Clock nets:
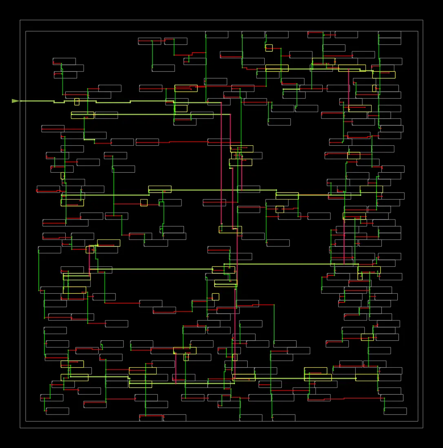
Signal wires on met2:
Drawn at 2 px/um.
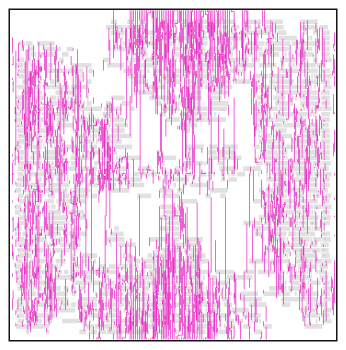
Zoomed window:
Window x 112 to 132, y 114 to 134 um. Cells in grey, sequential cells in the stronger grey; small squares are vias.
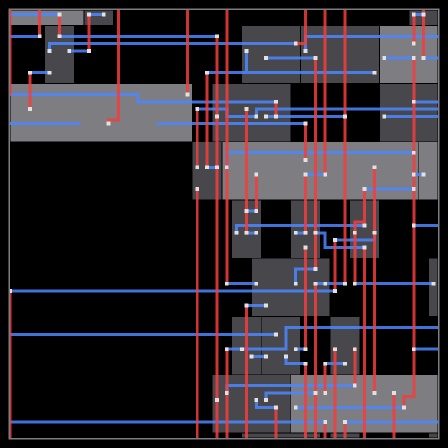
<file path="src/rtl/instruction_fetch_if.sv">
// Fetch-stage bus: control inputs, instruction memory port
// and the IF/ID register bundle seen by the decoder.
interface instruction_fetch_if #(
  parameter int PC_WIDTH  = 64,
  parameter int INS_WIDTH = 32
);
  logic                 i_stall;
  logic                 i_flush;
  logic                 i_br_taken;
  logic [PC_WIDTH-1:0]  i_br_target;
  logic [PC_WIDTH-1:0]  o_imem_add;
  logic [INS_WIDTH-1:0] i_imem_ins;
  logic [PC_WIDTH-1:0]  o_ifid_pc;
  logic [PC_WIDTH-1:0]  o_ifid_pc4;
  logic [INS_WIDTH-1:0] o_ifid_ins;
  logic                 o_ifid_valid;
  logic                 o_halted;
  logic                 o_fault;

  modport master (
    input  i_stall, i_flush, i_br_taken,
    input  i_br_target, i_imem_ins,
    output o_imem_add,
    output o_ifid_pc, o_ifid_pc4, o_ifid_ins,
    output o_ifid_valid, o_halted, o_fault
  );

  modport slave (
    output i_stall, i_flush, i_br_taken,
    output i_br_target, i_imem_ins,
    input  o_imem_add,
    input  o_ifid_pc, o_ifid_pc4, o_ifid_ins,
    input  o_ifid_valid, o_halted, o_fault
  );
endinterface

</file>
<file path="src/rtl/instruction_fetch.sv">
// Fetch stage: owns the PC, drives the instruction memory
// and fills the IF/ID register; handles halt and fetch faults.
module instruction_fetch #(
  parameter int                 PC_WIDTH  = 64,
  parameter int                 INS_WIDTH = 32,
  parameter logic [PC_WIDTH-1:0] RESET_PC = '0,
  parameter int                 IMEM_SIZE = 64
) (
  input  logic                 i_clk,
  input  logic                 i_rst_n,
  instruction_fetch_if.master  bus
);

  typedef enum logic [1:0] {
    BOOT,
    RUN,
    HALT,
    FAULT
  } state_t;

  localparam logic [PC_WIDTH-1:0] LP_LAST =
    PC_WIDTH'(IMEM_SIZE - 4);

  state_t               r_state;
  state_t               w_state_nx;
  logic [PC_WIDTH-1:0]  r_pc;
  logic [PC_WIDTH-1:0]  w_pc_nx;
  logic [PC_WIDTH-1:0]  r_ifid_pc;
  logic [PC_WIDTH-1:0]  w_ifid_pc_nx;
  logic [PC_WIDTH-1:0]  r_ifid_pc4;
  logic [PC_WIDTH-1:0]  w_ifid_pc4_nx;
  logic [INS_WIDTH-1:0] r_ifid_ins;
  logic [INS_WIDTH-1:0] w_ifid_ins_nx;
  logic                 r_valid;
  logic                 w_valid_nx;

  logic [PC_WIDTH-1:0]  w_pc4;
  logic                 w_fault;
  logic                 w_hlt;

  assign w_pc4   = r_pc + PC_WIDTH'(4);
  assign w_fault = (r_pc[1:0] != 2'b00) ||
                   (r_pc > LP_LAST);
  assign w_hlt   =
    (bus.i_imem_ins[31:21] == 11'b11010100010) &&
    (bus.i_imem_ins[4:0] == 5'd0);

  always_comb begin
    w_state_nx    = r_state;
    w_pc_nx       = r_pc;
    w_ifid_pc_nx  = r_ifid_pc;
    w_ifid_pc4_nx = r_ifid_pc4;
    w_ifid_ins_nx = r_ifid_ins;
    w_valid_nx    = r_valid;
    unique case (r_state)
      BOOT: begin
        w_valid_nx = 1'b0;
        w_state_nx = RUN;
        if (bus.i_br_taken) w_pc_nx = bus.i_br_target;
      end
      RUN: begin
        if (bus.i_br_taken) begin
          w_pc_nx    = bus.i_br_target;
          w_valid_nx = 1'b0;
        end else if (bus.i_stall) begin
          if (bus.i_flush) w_valid_nx = 1'b0;
        end else if (w_fault) begin
          w_valid_nx = 1'b0;
          w_state_nx = FAULT;
        end else begin
          w_ifid_pc_nx  = r_pc;
          w_ifid_pc4_nx = w_pc4;
          w_ifid_ins_nx = bus.i_imem_ins;
          w_valid_nx    = !bus.i_flush;
          w_pc_nx       = w_pc4;
          // PC already points past the HLT and freezes there
          if (w_hlt && !bus.i_flush) w_state_nx = HALT;
        end
      end
      HALT, FAULT: begin
        w_valid_nx = 1'b0;
        if (bus.i_br_taken) begin
          w_pc_nx    = bus.i_br_target;
          w_state_nx = RUN;
        end
      end
      default: begin
        w_valid_nx = 1'b0;
        w_state_nx = BOOT;
      end
    endcase
  end

  always_ff @(posedge i_clk or negedge i_rst_n) begin
    if (!i_rst_n) begin
      r_state    <= BOOT;
      r_pc       <= RESET_PC;
      r_ifid_pc  <= '0;
      r_ifid_pc4 <= '0;
      r_ifid_ins <= '0;
      r_valid    <= 1'b0;
    end else begin
      r_state    <= w_state_nx;
      r_pc       <= w_pc_nx;
      r_ifid_pc  <= w_ifid_pc_nx;
      r_ifid_pc4 <= w_ifid_pc4_nx;
      r_ifid_ins <= w_ifid_ins_nx;
      r_valid    <= w_valid_nx;
    end
  end

  assign bus.o_imem_add   = r_pc;
  assign bus.o_ifid_pc    = r_ifid_pc;
  assign bus.o_ifid_pc4   = r_ifid_pc4;
  assign bus.o_ifid_ins   = r_ifid_ins;
  assign bus.o_ifid_valid = r_valid;
  assign bus.o_halted     = (r_state == HALT);
  assign bus.o_fault      = (r_state == FAULT);

endmodule
</file>
<file path="src/flat_wrapper.sv">
// flat-port wrapper written by rule: the top's interface ports become plain ports
module instruction_fetch_flat 
#(
  parameter int                 PC_WIDTH  = 64,
  parameter int                 INS_WIDTH = 32,
  parameter logic [PC_WIDTH-1:0] RESET_PC = '0,
  parameter int                 IMEM_SIZE = 64
)
  (i_clk, i_rst_n, bus_i_stall, bus_i_flush, bus_i_br_taken, bus_i_br_target, bus_i_imem_ins, bus_o_imem_add, bus_o_ifid_pc, bus_o_ifid_pc4, bus_o_ifid_ins, bus_o_ifid_valid, bus_o_halted, bus_o_fault);
  instruction_fetch_if #(.PC_WIDTH(PC_WIDTH), .INS_WIDTH(INS_WIDTH)) bus_i ();
  input  logic i_clk;
  input  logic i_rst_n;
  input wire logic [$bits(bus_i.i_stall)-1:0] bus_i_stall;
  input wire logic [$bits(bus_i.i_flush)-1:0] bus_i_flush;
  input wire logic [$bits(bus_i.i_br_taken)-1:0] bus_i_br_taken;
  input wire logic [$bits(bus_i.i_br_target)-1:0] bus_i_br_target;
  input wire logic [$bits(bus_i.i_imem_ins)-1:0] bus_i_imem_ins;
  output wire logic [$bits(bus_i.o_imem_add)-1:0] bus_o_imem_add;
  output wire logic [$bits(bus_i.o_ifid_pc)-1:0] bus_o_ifid_pc;
  output wire logic [$bits(bus_i.o_ifid_pc4)-1:0] bus_o_ifid_pc4;
  output wire logic [$bits(bus_i.o_ifid_ins)-1:0] bus_o_ifid_ins;
  output wire logic [$bits(bus_i.o_ifid_valid)-1:0] bus_o_ifid_valid;
  output wire logic [$bits(bus_i.o_halted)-1:0] bus_o_halted;
  output wire logic [$bits(bus_i.o_fault)-1:0] bus_o_fault;
  assign bus_i.i_stall = bus_i_stall;
  assign bus_i.i_flush = bus_i_flush;
  assign bus_i.i_br_taken = bus_i_br_taken;
  assign bus_i.i_br_target = bus_i_br_target;
  assign bus_i.i_imem_ins = bus_i_imem_ins;
  assign bus_o_imem_add = bus_i.o_imem_add;
  assign bus_o_ifid_pc = bus_i.o_ifid_pc;
  assign bus_o_ifid_pc4 = bus_i.o_ifid_pc4;
  assign bus_o_ifid_ins = bus_i.o_ifid_ins;
  assign bus_o_ifid_valid = bus_i.o_ifid_valid;
  assign bus_o_halted = bus_i.o_halted;
  assign bus_o_fault = bus_i.o_fault;
  instruction_fetch #(.PC_WIDTH(PC_WIDTH), .INS_WIDTH(INS_WIDTH), .RESET_PC(RESET_PC), .IMEM_SIZE(IMEM_SIZE)) u_core (.i_clk(i_clk), .i_rst_n(i_rst_n), .bus(bus_i));
endmodule
</file>
<file path="config.mk">
export PLATFORM = sky130hd
export DESIGN_NAME = instruction_fetch_flat
export DESIGN_NICKNAME = d
export VERILOG_FILES = /design/src/rtl/instruction_fetch_if.sv /design/src/rtl/instruction_fetch.sv /design/src/flat_wrapper.sv
export SDC_FILE = /design/constraint.sdc
export NUM_CORES = 1
export LEC_CHECK = 0
export ABC_AREA = 1
export CORE_AREA = 2 2 161 163
export DETAILED_ROUTE_END_ITERATION = 7
export DIE_AREA = 0 0 163 165
export PLACE_DENSITY = 0.71
export SYNTH_ARGS = -nofsm -noshare
export SYNTH_HDL_FRONTEND = slang
export SYNTH_SLANG_ARGS = --single-unit
</file>
<file path="constraint.sdc">
create_clock -name i_clk -period 1.7 [get_ports i_clk]
set_input_delay 0.34 -clock i_clk [delete_from_list [all_inputs] [get_ports i_clk]]
set_output_delay 0.34 -clock i_clk [all_outputs]
set_load 0.01 [all_outputs]
</file>
==> flow_summary.ini <==
; synthesis and place-and-route metrics
[layout]
stdcell_area_mm2 = 0.01503
drive_gt1_frac = 0.1884
nFillCells = 2070

[yosys]
synthCells = 955
synth-edff-count = 0
flop_cell = dfrtp_1
ys_cells = 955
ys_types = 22

[timing]
whs_ns = 0.3132
tightestPinTransition_ns = 0.3628
tns_ns = -19.48
min_period_ns = 1.873
layout_setup_ws_ns = -0.1732
period_used_share = 1.102
hold_viol = 0
setup_viol = 160

[worst_setup_path]
path_max_fanout = 7
critPathMaxStageDelay_ns = 0.39
endpoint_kind = flop
worstReg2RegStart = u_core.bus.o_imem_add[35]
cp.arrival_ns = 2.29
reg2reg_to = u_core.bus.o_ifid_pc[56]
cp.required_ns = 2.11
path_class = reg -> reg

[global_routing]
grt_start_max_net_pins = 63
antenna_found_initial = 1
grt_first_pass_wirelength_um = 43060
grt_pass1_vias = 7795
grt_overflow = 0
grtUsageTotal = 0.2047

[drt]
viasPerCell = 4.516
ant_nets = 0
drt_iter0_markers = 519

[job]
drv_cap = 0

[die]
die_w_um = 163
die_h_um = 165
fp-row-count = 58
core_area_mm2 = 0.02504

[pwr]
p_leak_uw = 0.008277
ir_drop_uv = 670.0

[clocking]
clk_path_buf_depth = 3
cts_sinks = 225
htreeDepth = 1

[run_status]
status = finished, violations left
violations = negative setup slack

[min_path]
hold_path_class = in -> async
Back to the opening pictures, 'clock nets':
Clk. pwr: 5850 uW
Layout Skew: 0.008438 ns
Inserted Clock Buffers: 25
Clock Latency Late Sink: 0.52 ns

Back to the opening pictures, 'signal wires on met2':
share of all routed wire = 49%
main direction = vertical
longest straight run = 74.3 um
drt total wl: 28,660 um
DR vias: 7,821

Back to the opening pictures, 'zoomed window':
blue -> met1
red -> met2
cells with their middle in the window = 17
netlist names of flops here include = `u_core.bus.o_ifid_ins` (2), `u_core.bus.o_ifid_pc` (1)
sequential cells in the window = 3

power breakdown:
group | internal (uW) | switching (uW) | leakage [uW]
Sequential | 5540 | 135 | 0.00239
Combinational | 785 | 764 | 0.00545
Clock | 3590 | 2260 | 0.000431
Total | 9920 | 3160 | 0.00828
cell usage after synthesis, types with 2 or more instances:
cell / n / area, um^2
buf_1: 6 / 22.52
buf_2: 11 / 55.05
buf_4: 7 / 52.55
clkbuf_1: 24 / 90.09
dfrtp_1: 225 / 5630
inv_1: 129 / 484.2
nand2_1: 253 / 949.7
nand3_1: 109 / 545.5
nand4_1: 7 / 43.79
nor2_1: 167 / 626.9
nor2_2: 3 / 18.77
nor3_1: 2 / 10.01
o21ai_0: 2 / 10.01
xnor2_1: 2 / 17.52
kinds of logic (layout without fill, tap and decap cells):
logic type / Yosys count / after routing / synth area share
xor gates and xnor gates: 3 / 3 / 0.003044
and+or+nand+nor: 545 / 545 / 0.2586
DFF: 225 / 225 / 0.6523
other: 0 / 1 / 0
AOI/OAI and AO/OA: 3 / 3 / 0.001739
buffers and inverters: 178 / 624 / 0.08291
adders and majority gates: 1 / 1 / 0.001449
how the worst max path moves through the flow:
stage                                         start                        end  slack (ns)  depth (start not counted)
after floorplan           u_core.bus.o_imem_add[54]   u_core.bus.o_ifid_ins[0]       -0.01                         11
after global placement    u_core.bus.o_imem_add[25]  u_core.bus.o_ifid_pc4[38]       -0.26                          9
after detailed placement  u_core.bus.o_imem_add[25]  u_core.bus.o_ifid_pc4[24]       -0.29                          9
after CTS                 u_core.bus.o_imem_add[48]  u_core.bus.o_ifid_ins[20]       -0.25                         11
after global routing      u_core.bus.o_imem_add[40]   u_core.bus.o_ifid_pc[56]       -0.28                         11
final                     u_core.bus.o_imem_add[35]   u_core.bus.o_ifid_pc[56]       -0.17                         11
critical path, delay by kind of cell (launching register included):
kind,cells,cell delay [ns]
buffers and inverters,3,0.43
DFF,1,0.39
and+or+nand+nor,8,0.93
layout make-up:
cell class	count	area, um^2	area share
Clock buffer	30	674.4	0.04486
Timing Repair Buffer	450	4994	0.3322
Tap cell	330	412.9	0.02747
Multi-Input combinational cell	552	2616	0.1740
Sequential cell	225	5633	0.3747
Inverter	129	484.2	0.03221
Antenna cell	1	2.502	0.0001665
Clock inverter	15	215.2	0.01432
routing by layer:
metal,track usage,share of wire,vias to the layer above
li1,-,-,3742
met1,0.2593,0.41,3734
met2,0.3482,0.49,309
met3,0.05500,0.084,36
met4,0.05310,0.019,0
met5,0,0,-
through the flow:
step           power, uW  std cells  utilization  setup WS, ns
2_1_floorplan       6223        955            -      -0.01076
3_3_place_gp        7343       1649       0.5147       -0.2576
3_5_place_dp        7359       1649       0.5147       -0.2913
4_1_cts            13180       1726       0.5798       -0.2455
5_1_grt            13610       1732       0.6004       -0.2821
6_report           13080       1732       0.6004       -0.1732
what timing repair did:
item / CTS / global route
pin swaps: 22 / 30
gates cloned: 14 / 1
endpoints found under the hold margin: 34 / 0
setup buffers: 17 / 12
hold buffers: 1 / 0
gates resized: 122 / 263
endpoints found under the setup margin: 447 / 418
Power figures rest on the tool's default switching activity, not on a simulated workload.
